==> config.mk <==
export PLATFORM = sky130hd
export DESIGN_NAME = alu_arbiter
export DESIGN_NICKNAME = d
export VERILOG_FILES = /design/src/rtl/alu_arbiter.sv
export SDC_FILE = /design/constraint.sdc
export NUM_CORES = 1
export LEC_CHECK = 0
export CAP_MARGIN = 5
export CORE_MARGIN = 5
export CORE_UTILIZATION = 38
export DETAILED_ROUTE_END_ITERATION = 8
export GPL_ROUTABILITY_DRIVEN = 0
export PLACE_DENSITY = 0.8
export RECOVER_POWER = 50
export SYNTH_ARGS = -nofsm -noshare
export SYNTH_HDL_FRONTEND = slang
export SYNTH_SLANG_ARGS = --single-unit
==> constraint.sdc <==
create_clock -name clk -period 1.7 [get_ports clk]
set_input_delay 0.425 -clock clk [delete_from_list [all_inputs] [get_ports clk]]
set_output_delay 0.425 -clock clk [all_outputs]
set_load 0.01 [all_outputs]
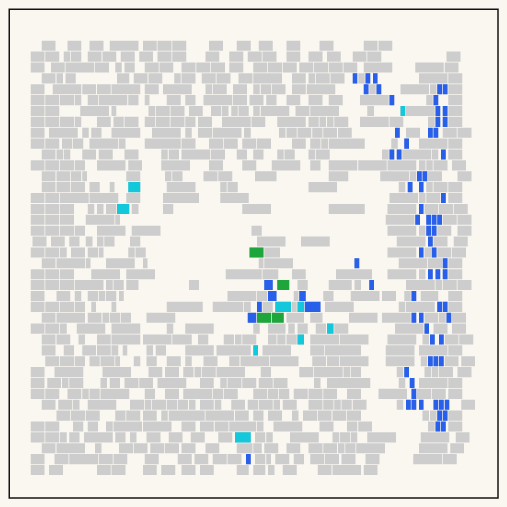
Fig. 1. Gate families picked out.
Scale: 4 px per um.
[blue] nand cells | cells: 73 | most used: nand2_1 | where: a column on the right
[cyan] nor cells | cells: 9 | most used: nor3_1
[green] non-inverting ao/oa cells | cells: 4 | where: centre
non-filler cells in the finished layout: 936
most frequent standard cell in the layout excluding fill and tap cells: clkdlybuf4s50_1

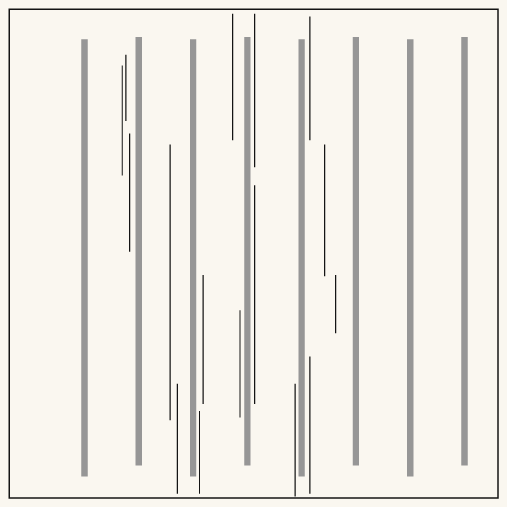
Fig. 2. M4 wires.
Scale: 4 px per um. Supply wires on this layer in grey.
share of all routed wire: 3.2%
wire length on this layer: 511 um
total number of vias: 4875
final wirelength: 16000 um

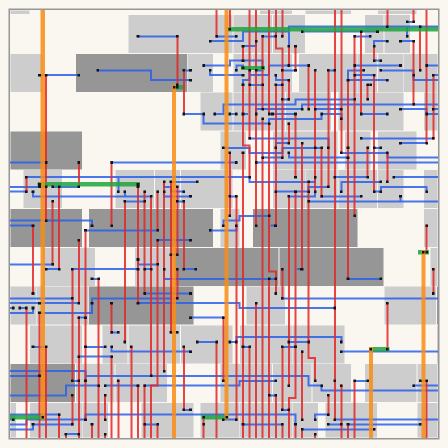
Fig. 3. Zoomed window.
Window x 46 to 76, y 22 to 52 um. Cells in grey, sequential cells in the stronger grey; small squares are vias.
[red] metal 2
[green] metal 3
[blue] metal 1
[orange] metal 4
cells with their middle in the window: 63
sequential cells in the window: 9
most frequent: clkdlybuf4s50_1 (13), dfxtp_1 (7)

==> notes.md <==
Results of the flow run.

Per the OpenROAD floorplan log, the height of the die is 122 um. Looking at area per cell type in the netlist, the leader is dfxtp_1. Yosys stat counts 505 cells in the synthesized netlist.

Note, the detailed placer reported a final HPWL of 12000 um. The worst setup path is captured at an output port. The number of antenna violations at the first check in global routing stands at 0. Per STA, the worst path is made up of clkdlybuf4s50_1. The share of the synthesized area in the top cell type stands at 0.459.

For the final routed database, the setup TNS stands at 0 ps. Among all cell types in the netlist, the one instantiated most often is dfxtp_1. The timing report gives the biggest stage delay along the critical path as 570 ps. In the Yosys stats the netlist draws on 40 distinct library cells.

Among the non-sequential cells, AND-OR/OR-AND gates take the most area. The worst-case vdd ir drop stands at 0.000457 V. Of the total synthesized cell area, the portion taken by AND, OR, NAND and NOR gates is 0.0838. The critical path is of the flop to output port type. The power density relative to cell area stands at 838 mW/mm^2. The maximum achievable frequency stands at 0.599 GHz. In the post-synthesis netlist, the biggest area contributors are dfxtp_1, mux2i_1, o211ai_1. The xor-xnor portion of the synthesized cell area stands at 0.00184. The final layout report lists a filler cell count of 976. The area fraction in full adders, half adders and majority gates stands at 0.00263. TritonCTS built the clock tree. 276 I/O pins were placed.

The instance count along the most critical hold path stands at 2. The worst clock skew on the final layout stands at 8.45 ps. The run finished with clean final reports. The shortest clock period the worst path allows after layout stands at 1670 ps.

In this run the standard cell core region covers 0.0121 mm^2. The max-cap violation count stands at 0. The worst-case hold slack stands at 458 ps.

The residual antenna-violating net count after detailed routing stands at 0. The kind of cell with the highest combined delay along the critical path is buffers and inverters. The max-slew violation total from the final report stands at 0.

The global routing usage summed across all routing layers stands at 0.202. The required time reported for the critical path endpoint stands at 1270 ps. Global routing finished with a remaining overflow of 0. The internal power of the cells stands at 4.89 mW. The complex-gate fraction of the synthesized area stands at 0.235.

Setup violations remaining at the end of the flow were counted as 0. The slack of the worst reg-to-reg path stands at 80 ps. The post-layout period usage of the worst path stands at 0.982.

The power report attributes to the combinational group a share of 0.242. In this run the full chip footprint comes out at 0.0148 mm^2.
[power by group through the flow]
stage	Combinational, mW	Sequential [mW]	Clock (mW)
finish	1.59	2.89	2.11
global route	1.72	2.91	2.26
CTS	1.69	2.89	2.16
detailed placement	1.68	2.95	0
global placement	1.66	2.93	0
floorplan	0.620	3.02	0
[timing repair]
action | in CTS | in global routing
gates resized | 11 | 25
gates cloned | 0 | 1
setup endpoints to repair | 102 | 38
setup buffers | 0 | 0
pin swaps | 0 | 1
[layout make-up]
| class | instances | area [um^2] | share of cell area |
|---|---|---|---|
| timing repair buffer | 298 | 2900 | 0.368 |
| sequential | 109 | 2190 | 0.278 |
| clock buffer | 11 | 253 | 0.0321 |
| tap | 168 | 210 | 0.0267 |
| clock inverter | 4 | 47.5 | 0.00604 |
| inverter | 4 | 15.0 | 0.00191 |
| multi-input combinational | 342 | 2260 | 0.288 |
[stage by stage]
step	utilization	setup slack (ps)	cells
2_1_floorplan	-	240	505
3_3_place_gp	0.635	-510	920
3_5_place_dp	0.635	-548	920
4_1_cts	0.659	-28.6	935
5_1_grt	0.650	-10.7	936
6_report	0.650	31.2	936
[per-layer routing]
metal  track usage  vias up  part of all wire
li1              -     2353                 -
met1         0.215     2266              0.37
met2         0.356      218              0.51
met3        0.0743       38             0.092
met4        0.0910        0             0.032
met5             0        -                 0
[cell usage in the layout, fill, tap and decap left out, types with 2 or more instances in the layout]
master | synthesis | layout
clkinv_2 | 0 | 2
buf_4 | 5 | 13
nand2_1 | 68 | 68
a21oi_1 | 35 | 35
o211ai_1 | 71 | 71
clkbuf_2 | 5 | 2
clkdlybuf4s25_1 | 0 | 7
inv_1 | 3 | 3
dfxtp_1 | 109 | 107
o21ai_1 | 67 | 17
buf_12 | 0 | 4
buf_6 | 1 | 3
clkbuf_8 | 0 | 2
mux2i_1 | 70 | 70
dlygate4sd2_1 | 0 | 3
nor2_4 | 1 | 2
nor3_1 | 3 | 3
clkbuf_16 | 0 | 9
nor4b_1 | 2 | 2
clkdlybuf4s50_1 | 0 | 249
clkbuf_1 | 23 | 13
nor2_1 | 2 | 2
o21ai_0 | 1 | 51
[kinds of logic after synthesis]
kind of cell,count (synthesis)
AOI/OAI and AO/OA,181
xor gates and xnor gates,1
muxes,70
buffers and inverters,55
adders and majority gates,1
DFF,109
and+or+nand+nor,88
Power and IR drop assume default switching activity.
